Figure 1. Wires at chosen ports, followed through buffers.
Scale bar: 20 um.
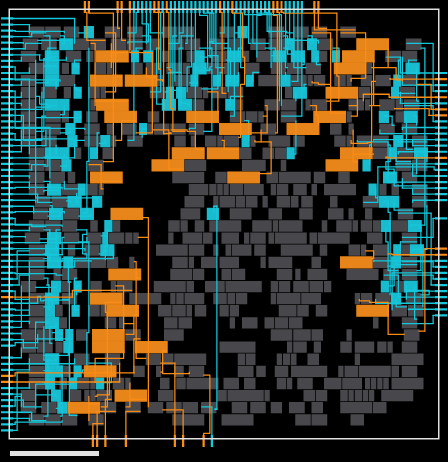
Figure 2. Power grid.
Scale bar: 20 um. Pins as bars on the die edge.
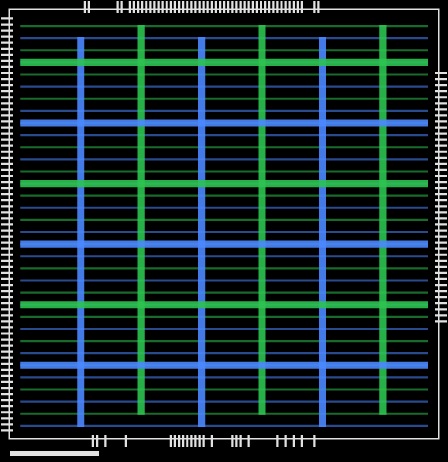
### src/rtl/noc_pkg.sv
// Shared NoC definitions: default router dimensions, flit type, arbiter state
// encoding and a small index helper used by the port arbiters.
package noc_pkg;

  localparam int NUM_IN_DEF  = 4;
  localparam int FLIT_W_DEF  = 32;
  localparam int CREDITS_DEF = 4;

  typedef logic [FLIT_W_DEF-1:0] flit_t;

  typedef enum logic {
    IDLE   = 1'b0,
    LOCKED = 1'b1
  } arb_state_t;

  // Next index after idx in a ring of n entries.
  function automatic int wrap_inc(input int idx, input int n);
    return (idx + 1 == n) ? 0 : idx + 1;
  endfunction

endpackage

### src/rtl/rr_pick.sv
// Combinational round-robin selector: the first asserted request at or above
// ptr (wrapping at N) wins. Shared by all output-port arbiters of the router.
module rr_pick #(
  parameter int N  = 4,
  parameter int PW = $clog2(N)
) (
  input  logic [N-1:0]  req,
  input  logic [PW-1:0] ptr,
  output logic [N-1:0]  gnt_oh,
  output logic [PW-1:0] gnt_idx,
  output logic          found
);

  int idx;

  // Scan requests starting at ptr; the first hit is the winner.
  always_comb begin
    // NOTE: every output gets a default before the loop, otherwise the
    // "no request" path leaves them unassigned and a latch is inferred.
    gnt_oh  = '0;
    gnt_idx = '0;
    found   = 1'b0;
    idx     = 0;
    for (int k = 0; k < N; k++) begin
      idx = (int'(ptr) + k) % N;
      if (!found && req[PW'(idx)]) begin
        found               = 1'b1;
        gnt_oh[PW'(idx)]    = 1'b1;
        gnt_idx             = PW'(idx);
      end
    end
  end

endmodule

### src/rtl/noc_port_arbiter.sv
// Wormhole round-robin arbiter for one router output port. A winner is chosen
// in IDLE, then owns the link from head flit to tail flit. Flits leave through
// a one-cycle output register, gated by a credit counter that mirrors the free
// slots of the downstream buffer.
module noc_port_arbiter
  import noc_pkg::*;
#(
  parameter int NUM_IN  = NUM_IN_DEF,
  parameter int FLIT_W  = FLIT_W_DEF,
  parameter int CREDITS = CREDITS_DEF
) (
  input  logic                     clk,
  input  logic                     rst,
  input  logic [NUM_IN-1:0]        in_valid,
  input  logic [NUM_IN*FLIT_W-1:0] in_flit,
  input  logic [NUM_IN-1:0]        in_tail,
  output logic [NUM_IN-1:0]        in_ready,
  output logic                     out_valid,
  output logic [FLIT_W-1:0]        out_flit,
  output logic                     out_tail,
  input  logic                     credit_return,
  output logic [NUM_IN-1:0]        grant_oh,
  output logic                     busy,
  output logic                     credit_err
);

  localparam int PTR_W  = $clog2(NUM_IN);
  localparam int CRED_W = $clog2(CREDITS + 1);
  localparam logic [CRED_W-1:0] CRED_MAX = CRED_W'(CREDITS);
  localparam logic [CRED_W-1:0] CRED_ONE = CRED_W'(1);

  arb_state_t         state;
  logic [PTR_W-1:0]   rr_ptr;
  logic [PTR_W-1:0]   grant_idx;
  logic [CRED_W-1:0]  credits;

  logic [NUM_IN-1:0]  pick_oh;
  logic [PTR_W-1:0]   pick_idx;
  logic               pick_found;

  logic               xfer;
  logic [FLIT_W-1:0]  sel_flit;
  logic               sel_tail;

  rr_pick #(
    .N  (NUM_IN),
    .PW (PTR_W)
  ) u_pick (
    .req     (in_valid),
    .ptr     (rr_ptr),
    .gnt_oh  (pick_oh),
    .gnt_idx (pick_idx),
    .found   (pick_found)
  );

  // Owner's flit/tail mux and the accept handshake (owner valid and a credit left).
  always_comb begin
    sel_flit = '0;
    sel_tail = 1'b0;
    for (int i = 0; i < NUM_IN; i++) begin
      if (grant_idx == PTR_W'(i)) begin
        sel_flit = in_flit[i*FLIT_W +: FLIT_W];
        sel_tail = in_tail[i];
      end
    end
    in_ready = '0;
    xfer     = 1'b0;
    if (state == LOCKED && credits != '0 && in_valid[grant_idx]) begin
      in_ready = grant_oh;
      xfer     = 1'b1;
    end
  end

  assign busy = (state == LOCKED);

  // Arbitration FSM, credit counter and the output link register.
  always_ff @(posedge clk) begin
    // NOTE: all state here uses <= so every register samples the pre-edge
    // values; a blocking = would let later lines see already-updated state.
    if (rst) begin
      state      <= IDLE;
      rr_ptr     <= '0;
      grant_idx  <= '0;
      grant_oh   <= '0;
      credits    <= CRED_MAX;
      out_valid  <= 1'b0;
      out_flit   <= '0;
      out_tail   <= 1'b0;
      credit_err <= 1'b0;
    end else begin
      out_valid <= xfer;
      if (xfer) begin
        out_flit <= sel_flit;
        out_tail <= sel_tail;
      end

      // A send and a returned slot in the same cycle cancel out.
      if (xfer && !credit_return) begin
        credits <= credits - CRED_ONE;
      end else if (credit_return && !xfer) begin
        if (credits == CRED_MAX) begin
          credit_err <= 1'b1;
        end else begin
          credits <= credits + CRED_ONE;
        end
      end

      case (state)
        IDLE: begin
          if (pick_found) begin
            state     <= LOCKED;
            grant_oh  <= pick_oh;
            grant_idx <= pick_idx;
          end
        end
        LOCKED: begin
          // Grant is released only by the tail; a stalled owner keeps the link.
          if (xfer && sel_tail) begin
            state    <= IDLE;
            grant_oh <= '0;
            rr_ptr   <= PTR_W'(wrap_inc(int'(grant_idx), NUM_IN));
          end
        end
        default: state <= IDLE;
      endcase
    end
  end

endmodule
### config.mk
export PLATFORM = sky130hd
export DESIGN_NAME = noc_port_arbiter
export DESIGN_NICKNAME = d
export VERILOG_FILES = /design/src/rtl/noc_pkg.sv /design/src/rtl/rr_pick.sv /design/src/rtl/noc_port_arbiter.sv
export SDC_FILE = /design/constraint.sdc
export NUM_CORES = 1
export LEC_CHECK = 0
export CAP_MARGIN = 20
export CORE_MARGIN = 2
export CORE_UTILIZATION = 40
export DETAILED_ROUTE_END_ITERATION = 7
export PLACE_DENSITY = 0.79
export SLEW_MARGIN = 5
export SYNTH_ARGS = -nofsm -noshare
export SYNTH_HDL_FRONTEND = slang
export SYNTH_SLANG_ARGS = --single-unit
### constraint.sdc
create_clock -name clk -period 3.33 [get_ports clk]
set_input_delay 0.4995 -clock clk [delete_from_list [all_inputs] [get_ports clk]]
set_output_delay 0.4995 -clock clk [all_outputs]
set_load 0.1 [all_outputs]
==> results.cfg <==
; physical design summary
[drt]
route.met3.wl_um = 862
drt_iter0_drc = 183
route.detailed.wl_per_inst_um = 16.6
viasPerCell = 5.64
firstDrtPassIters = 6
wl_met2_um = 5880
met1_length_um = 4410
routed_wirelength_um = 11400
remaining_drc_errors = 0
antenna_left = 0
route.vias.total = 3877
top_layer = met4

[finish]
syn_to_final_growth_pct = 58.0
drive_gt1_share_pct = 8.40
final_nets = 737
nFillCells = 725
instances_no_fill = 688
antenna_cells = 0

[yosys]
fp_nets = 577
synth.area.top_cells = dfxtp_1 28%, a221oi_1 8.8%, a211oi_1 7.1%, nor2b_1 6.3%, a21oi_1 6.0%
ys_area_sq_um = 3390
yosysWarnings = 0
synth_top_area_share_pct = 27.7
yosys.cell_types.count = 59
synth_area_sq_um = 3390
avgSynthCellArea_sq_um = 8.02
synthArstFlopShare_pct = 0
synthCells = 423
synth-main-ff-cell = dfxtp_1
largest_area_cell = dfxtp_1
edf_count = 0
ys_cells = 423
ys_seq_share_pct = 27.7
ys.flops = 47

[run_status]
outcome = finished, final reports clean

[critical_path]
crit_path_top_delay_cell = mux4_2
required_ns = 3.55
max_stage_delay_ns = 0.57
r2r-start = rr_ptr[0]$_SDFFE_PP0P_
worstPathArrival_ns = 2.68
crit_buf_inv = 1
startpoint_type = flip-flop
criticalPathCategory = reg -> reg
reg2reg_setup_slack_ns = 0.88
worstPathCellList = inv_1 -> ha_1 -> mux4_2 -> nor2b_1 -> nor2_1 -> o2111a_1 -> nor4_2
path_max_fanout = 8
end_kind = flip-flop
r2r_cells = 7
crit_family = simple AND/OR/NAND/NOR gates
worstReg2RegEnd = grant_oh[2]$_SDFFE_PP0P_

[power]
power_density_nw_per_um2 = 431
p_leak_uw = 0.00194
ir_drop_mv = 0.218

[clock_tree]
clock-sinks = 47
cts_resized = 0
cts_tree = yes
numCtsBuffers = 5
postCtsSetupRepairBufs = 0
cts_buffer_depth = 2
htreeDepth = 2
clk_latency_ns = 0.31
root_buffer = clkbuf_8
hold_buffers = 0
path_clk_slew_ns = 0.09

[hold_path]
hold_end = out_tail$_SDFFE_PP0N_
holdPathStages = 2
worstHoldStart = out_tail$_SDFFE_PP0N_
worstHoldPathType = reg -> reg

[floorplan]
die_x_um = 96.1
floorplan.core_util_pct = 41.3
rows = 33
die_area_sq_um = 9230

[global_route]
gr-total-overflow = 0
antenna_found_initial = 0
grt_max_degree = 46
grt_pass1_vias = 3766
grt_pass1_wl_um = 17300
gr-usage-all-layers_pct = 24.1

[placed_design]
place_ws_ns = 0.581
routabilityCongestion = 0.895
dp.cells = 681
hpwl_um = 8730

[sta]
hold_violations = 0
drv_slew = 0
finClkSkew_ns = 0.00525
setup_viol_count_final = 0
worst_pin_slew_ns = 1.01
timing.setup.tns_ns = 0
relSlewSlack_pct = 32.2
fmax_mhz = 407
finalCritPeriodShare_pct = 73.7
fin_crit_ns = 2.45
rsz0062_at_grt = no
fin_ws_ns = 0.876

[flow_run]
warning_count = 37
maxCapViolCount = 0
-- Figure 1 (at the start) --
[cyan] in_flit | direction: input | edge: 65 left, 34 top, 28 right, 1 bottom | end cells: 97 | buffers: 128 | wire: 2,480 um
[orange] out_flit | direction: output | edge: 15 top, 7 bottom, 7 right, 3 left | end cells: 32 | buffers: 32 | wire: 1,070 um
I/O pin total: 183
PortBufs: 182

-- Figure 2 (at the start) --
[blue] VSS
[green] VDD
met4 straps: 6
rows: 33
met5 straps: 6
Core ar.: 8220 sq um
DIE HEIGHT: 96.1 um

-- routing by layer --
layer / track usage (%) / vias up
met5: 0 / -
met3: 5.64 / 23
met4: 8.45 / 0
met1: 26.3 / 1791
li1: - / 1906
met2: 45.1 / 157
-- where the power goes --
group	total, uW	internal, uW	switching, uW
Clock	356	163	193
Sequential	667	625	41.7
Combinational	1290	473	815
Total	2310	1260	1050
-- placed cells by master (no fill, tap or decap), types with 3 or more instances in the layout --
cell	synthesis	final
clkdlybuf4s50_1	0	176
nor2_1	52	52
dfxtp_1	47	47
a21oi_1	41	41
a221oi_1	34	34
nor3_1	34	34
nor2b_1	34	33
a211oi_1	32	32
buf_4	2	15
inv_1	12	12
ha_1	14	12
nand2_1	9	9
clkbuf_8	2	6
and2_1	5	5
a211o_1	5	5
o21ai_0	5	5
mux4_2	4	4
nand3b_1	4	4
buf_12	0	4
and3_1	3	3
-- cell usage after synthesis, drive strengths merged (2+ instances only) --
library cell and count:
o21ai 5, a2111oi 4, a211o 5, clkbuf 26, mux2i 2, nand2 9
buf 17, mux4 4, or3b 2, a21oi 41, inv 13, nor4 2
nor3 35, nand3b 5, nor2 53, nand2b 2, a211oi 32, nand4b 2
or4 2, o311a 2, and2 5, ha 14, o311ai 2, nand3 2
a221oi 34, a31oi 2, nor2b 34, and3 5, dfxtp 47
-- metrics by stage --
| stage | util [%] | cell area (sq um) | power (uW) | hold slack [ns] |
|---|---|---|---|---|
| 4_1_cts | 65.2 | 5360 | 2330 | 0.474 |
| 3_5_place_dp | 64.2 | 5270 | 1970 | 0.463 |
| 5_1_grt | 65.2 | 5360 | 2440 | 0.497 |
| 3_3_place_gp | 64.2 | 5270 | 1950 | 0.449 |
| 6_report | 65.2 | 5360 | 2310 | 0.465 |
| 2_1_floorplan | - | 3390 | 1570 | 0.501 |
-- kinds of logic after synthesis --
kind of cell / share of synthesized area, %
AND-OR/OR-AND: 29.9
AND/OR/NAND/NOR: 25.2
flip-flops: 27.7
XOR/XNOR: 0.258
buffers and inverters: 7.89
adder cells (fa/ha/maj): 5.75
multiplexers: 3.25
-- state kept, by name (all words and copies together) (netlist names) --
signal / cells
out_flit: 32
grant_oh: 4
credits: 3
grant_idx: 2
rr_ptr: 2
busy: 1
credit_err: 1
out_tail: 1
out_valid: 1
-- area by class of cell --
type / count / area, sq um / area share (%)
multi-input combinational: 320 / 2190 / 40.9
tap: 105 / 131 / 2.45
clock inverter: 1 / 5.00 / 0.0934
sequential: 47 / 941 / 17.6
timing repair buffer: 196 / 1960 / 36.6
inverter: 13 / 48.8 / 0.910
clock buffer: 6 / 82.6 / 1.54
-- how the worst max path moves through the flow --
stage / start / to / slack (ns) / cells after the start
floorplan: busy$_SDFF_PP0_ / in_ready[0] / 0.31 / 4
detailed placement: in_valid[1] / credits[2]$_SDFFE_PP1P_ / 0.58 / 9
global placement: in_valid[1] / credits[2]$_SDFFE_PP1P_ / 0.71 / 9
CTS: in_valid[3] / in_ready[0] / 0.88 / 5
global route: in_valid[1] / credits[2]$_SDFFE_PP1P_ / 0.70 / 9
finish: rr_ptr[0]$_SDFFE_PP0P_ / grant_oh[2]$_SDFFE_PP0P_ / 0.88 / 7
Power is estimated from default activity; no workload was simulated.
